`config.mk`:
```
export PLATFORM = sky130hd
export DESIGN_NAME = boot_mem_sequencer
export DESIGN_NICKNAME = d
export VERILOG_FILES = /design/src/rtl/boot_mem_sequencer.sv
export SDC_FILE = /design/constraint.sdc
export NUM_CORES = 1
export LEC_CHECK = 0
export CAP_MARGIN = 10
export CORE_ASPECT_RATIO = 0.5
export CORE_MARGIN = 2
export CORE_UTILIZATION = 25
export CTS_CLUSTER_SIZE = 28
export DETAILED_ROUTE_END_ITERATION = 7
export GPL_TIMING_DRIVEN = 0
export HOLD_SLACK_MARGIN = 0.1
export PLACE_DENSITY = 0.84
export SYNTH_ARGS = -nofsm -noshare
export SYNTH_HDL_FRONTEND = slang
export SYNTH_SLANG_ARGS = --single-unit
```
`constraint.sdc`:
```
create_clock -name clk -period 2.61 [get_ports clk]
set_clock_uncertainty 0.2 [all_clocks]
set_input_delay 0.6525 -clock clk [delete_from_list [all_inputs] [get_ports clk]]
set_output_delay 0.6525 -clock clk [all_outputs]
set_load 0.02 [all_outputs]
```
`src/rtl/boot_mem_sequencer.sv`:
```
// -----------------------------------------------------------------------------
// boot_mem_sequencer
//
// Boot controller and owner of the single unified memory port of the
// multicycle RISC-V core. After reset the core is held in reset while a
// program is streamed from a word loader (UART/debug front end) into memory
// starting at BASE_ADDR. When the load finishes, core_rst stays high for
// another RST_HOLD cycles. The core is then released, and the memory port is
// handed to it as a zero-latency pass-through. A reload pulse in RUN re-enters
// load mode without a global reset.
//
// Ports
//   clk, rst         clock, synchronous active-high reset
//   ld_valid/ld_data/ld_last/ld_ready
//                    loader word stream (valid/ready handshake)
//   reload           single-cycle request to reload, honoured only in RUN
//   core_rst         reset to the core (active high)
//   core_Adr/core_MemWrite/core_Data_out/core_Data_in
//                    core side of the memory port
//   mem_Adr/mem_WE/mem_WD/mem_RD
//                    memory side (combinational read data)
//   boot_done        high while the core owns the port (RUN)
//   word_count       words written in the current/last load
//   overrun          sticky: a loader word arrived while ld_ready was low
// -----------------------------------------------------------------------------
module boot_mem_sequencer #(
  parameter logic [31:0] BASE_ADDR  = 32'h0000_0000,
  parameter int          PROG_WORDS = 64,
  parameter int          CNT_W      = 7,
  parameter int          RST_HOLD   = 4
) (
  input  logic             clk,
  input  logic             rst,
  input  logic             ld_valid,
  input  logic [31:0]      ld_data,
  input  logic             ld_last,
  output logic             ld_ready,
  input  logic             reload,
  output logic             core_rst,
  input  logic [31:0]      core_Adr,
  input  logic             core_MemWrite,
  input  logic [31:0]      core_Data_out,
  output logic [31:0]      core_Data_in,
  output logic [31:0]      mem_Adr,
  output logic             mem_WE,
  output logic [31:0]      mem_WD,
  input  logic [31:0]      mem_RD,
  output logic             boot_done,
  output logic [CNT_W-1:0] word_count,
  output logic             overrun
);

  // The hold counter only has to reach RST_HOLD-1, but it keeps counting
  // once per HOLD cycle, so it is sized to hold RST_HOLD itself.
  localparam int HOLD_W = $clog2(RST_HOLD + 1);

  localparam logic [1:0] ST_LOAD = 2'd0;
  localparam logic [1:0] ST_HOLD = 2'd1;
  localparam logic [1:0] ST_RUN  = 2'd2;

  logic [1:0]        state;
  logic [HOLD_W-1:0] hold_cnt;
  logic              accept;
  logic              last_word;
  logic              hold_done;
  logic [31:0]       load_adr;

  assign ld_ready     = (state == ST_LOAD);
  assign boot_done    = (state == ST_RUN);
  assign accept       = ld_valid & ld_ready;
  assign core_Data_in = mem_RD;

  // A load ends on an explicit ld_last or when the word cap is reached.
  // Because the cap moves the sequencer out of LOAD, word_count never
  // exceeds PROG_WORDS and never wraps.
  assign last_word = ld_last | (word_count == CNT_W'(PROG_WORDS - 1));
  assign hold_done = (hold_cnt == HOLD_W'(RST_HOLD - 1));

  // Word index to byte offset: append two zero bits.
  assign load_adr = BASE_ADDR + {{(30 - CNT_W){1'b0}}, word_count, 2'b00};

  // Memory port ownership. In RUN the core drives the port directly, so a
  // write issued in the same cycle as a reload still reaches memory.
  always_comb begin
    mem_Adr = 32'h0;
    mem_WE  = 1'b0;
    mem_WD  = 32'h0;
    case (state)
      ST_RUN: begin
        mem_Adr = core_Adr;
        mem_WE  = core_MemWrite;
        mem_WD  = core_Data_out;
      end
      ST_HOLD: begin
        mem_Adr = 32'h0;
        mem_WE  = 1'b0;
        mem_WD  = 32'h0;
      end
      default: begin
        mem_Adr = load_adr;
        mem_WE  = accept;
        mem_WD  = ld_data;
      end
    endcase
  end

  always_ff @(posedge clk) begin
    if (rst) begin
      state      <= ST_LOAD;
      hold_cnt   <= '0;
      word_count <= '0;
      overrun    <= 1'b0;
      core_rst   <= 1'b1;
    end else begin
      // Outside LOAD any presented word is dropped and flagged.
      if (ld_valid && !ld_ready) begin
        overrun <= 1'b1;
      end
      case (state)
        ST_LOAD: begin
          if (accept) begin
            word_count <= word_count + CNT_W'(1);
            if (last_word) begin
              state    <= ST_HOLD;
              hold_cnt <= '0;
            end
          end
        end
        ST_HOLD: begin
          hold_cnt <= hold_cnt + HOLD_W'(1);
          // core_rst drops on the same edge that enters RUN.
          if (hold_done) begin
            state    <= ST_RUN;
            core_rst <= 1'b0;
          end
        end
        ST_RUN: begin
          if (reload) begin
            state      <= ST_LOAD;
            word_count <= '0;
            core_rst   <= 1'b1;
          end
        end
        default: begin
          state    <= ST_LOAD;
          core_rst <= 1'b1;
        end
      endcase
    end
  end

endmodule

```
Fig. 1: placement view
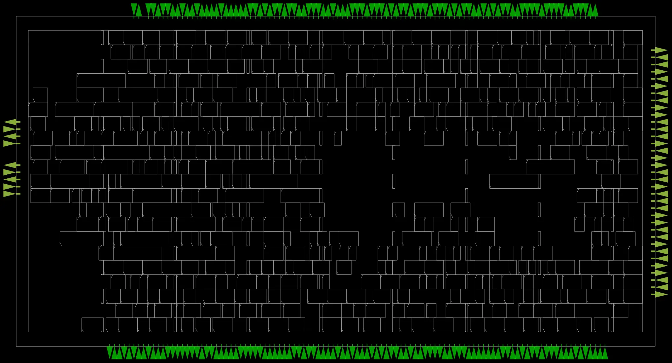
Core Rows: 21
seq_cells: 14
Layout Utilization: 60.2%
Seq/total area: 7.13%

Fig. 2: placement by cell class
Scale: 3 px per um.
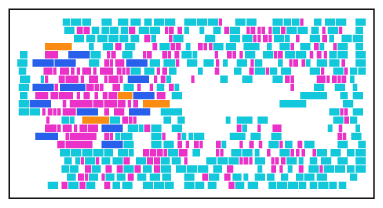
legend:
  orange:
    class: clock drivers and dummy loads
    cells: 4
    share_of_their_area: 2.3%
  cyan:
    class: other buffers and delay cells
    cells: 262
    share_of_their_area: 60%
  magenta:
    class: combinational and other logic
    cells: 212
    share_of_their_area: 30%
  blue:
    class: flops
    cells: 14
    share_of_their_area: 7.3%
final instance area: 0.00400 mm^2
CORE AREA: 0.00665 mm^2

==> flow_metrics.tcl <==
# collected from the flow reports
set metrics [dict create \
    yosys.area.top_type "dfxtp_1" \
    cp.arrival_ns 1.68 \
    holdWs_ns 0.280 \
    drv_slew 0 \
    yosysWarningCount 0 \
    finalSetupViolCount 0 \
    crit_start "state[1]" \
    swShare_pct 46.3 \
    yosysMostFrequentCell "inv_1" \
    taps 92 \
    h-tree-depth 1 \
    fp_nets 413 \
    powerComb_w 0.00170 \
    ys_sh_simple_pct 28.3 \
    num_vias 2430 \
    highest-signal-layer "met4" \
    chip_area_mm2 0.00757 \
    ys_seq_share_pct 16.4 \
    postCtsSetupRepairBufs 2 \
    grtUsageMet3_pct 2.92 \
    status "finished clean" \
    synth_flops 14 \
    dp_hpwl_mm 6.43 \
    die_h_um 62.5 \
    wl_mm 7.90 \
    adder_share_pct 4.38 \
    rr_endpoint "word_count[1]" \
    drive_gt1_share_pct 23.2 \
    finalNetCount 633 \
    powerDensity_mw_per_mm2 573 \
    fp_util_pct 25.8 \
    buffers 262 \
    cts_tree "yes" \
    max_stage_delay_ns 0.35 \
    hp-class "flip-flop to flip-flop" \
    startpoint_type "flip-flop" \
    numCtsBuffers 3 \
    cts_hold_buf 0 \
    dominant_cells "buffers" \
    sequentialPowerShare_pct 11.8 \
]
Fig. 3: sequential cells coloured by netlist name
Scale: 3 px per um.
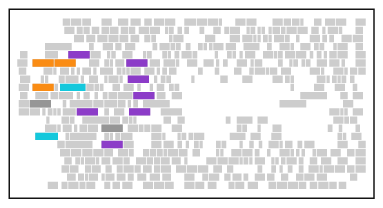
legend:
  orange:
    netlist_name: hold_cnt
    placed_flops: 3
  purple:
    netlist_name: word_count
    placed_flops: 7
  cyan:
    netlist_name: state
    placed_flops: 2
Sequential Area: 285 um^2
sequential group power: 0.000270 W

Power is estimated from default activity; no workload was simulated.
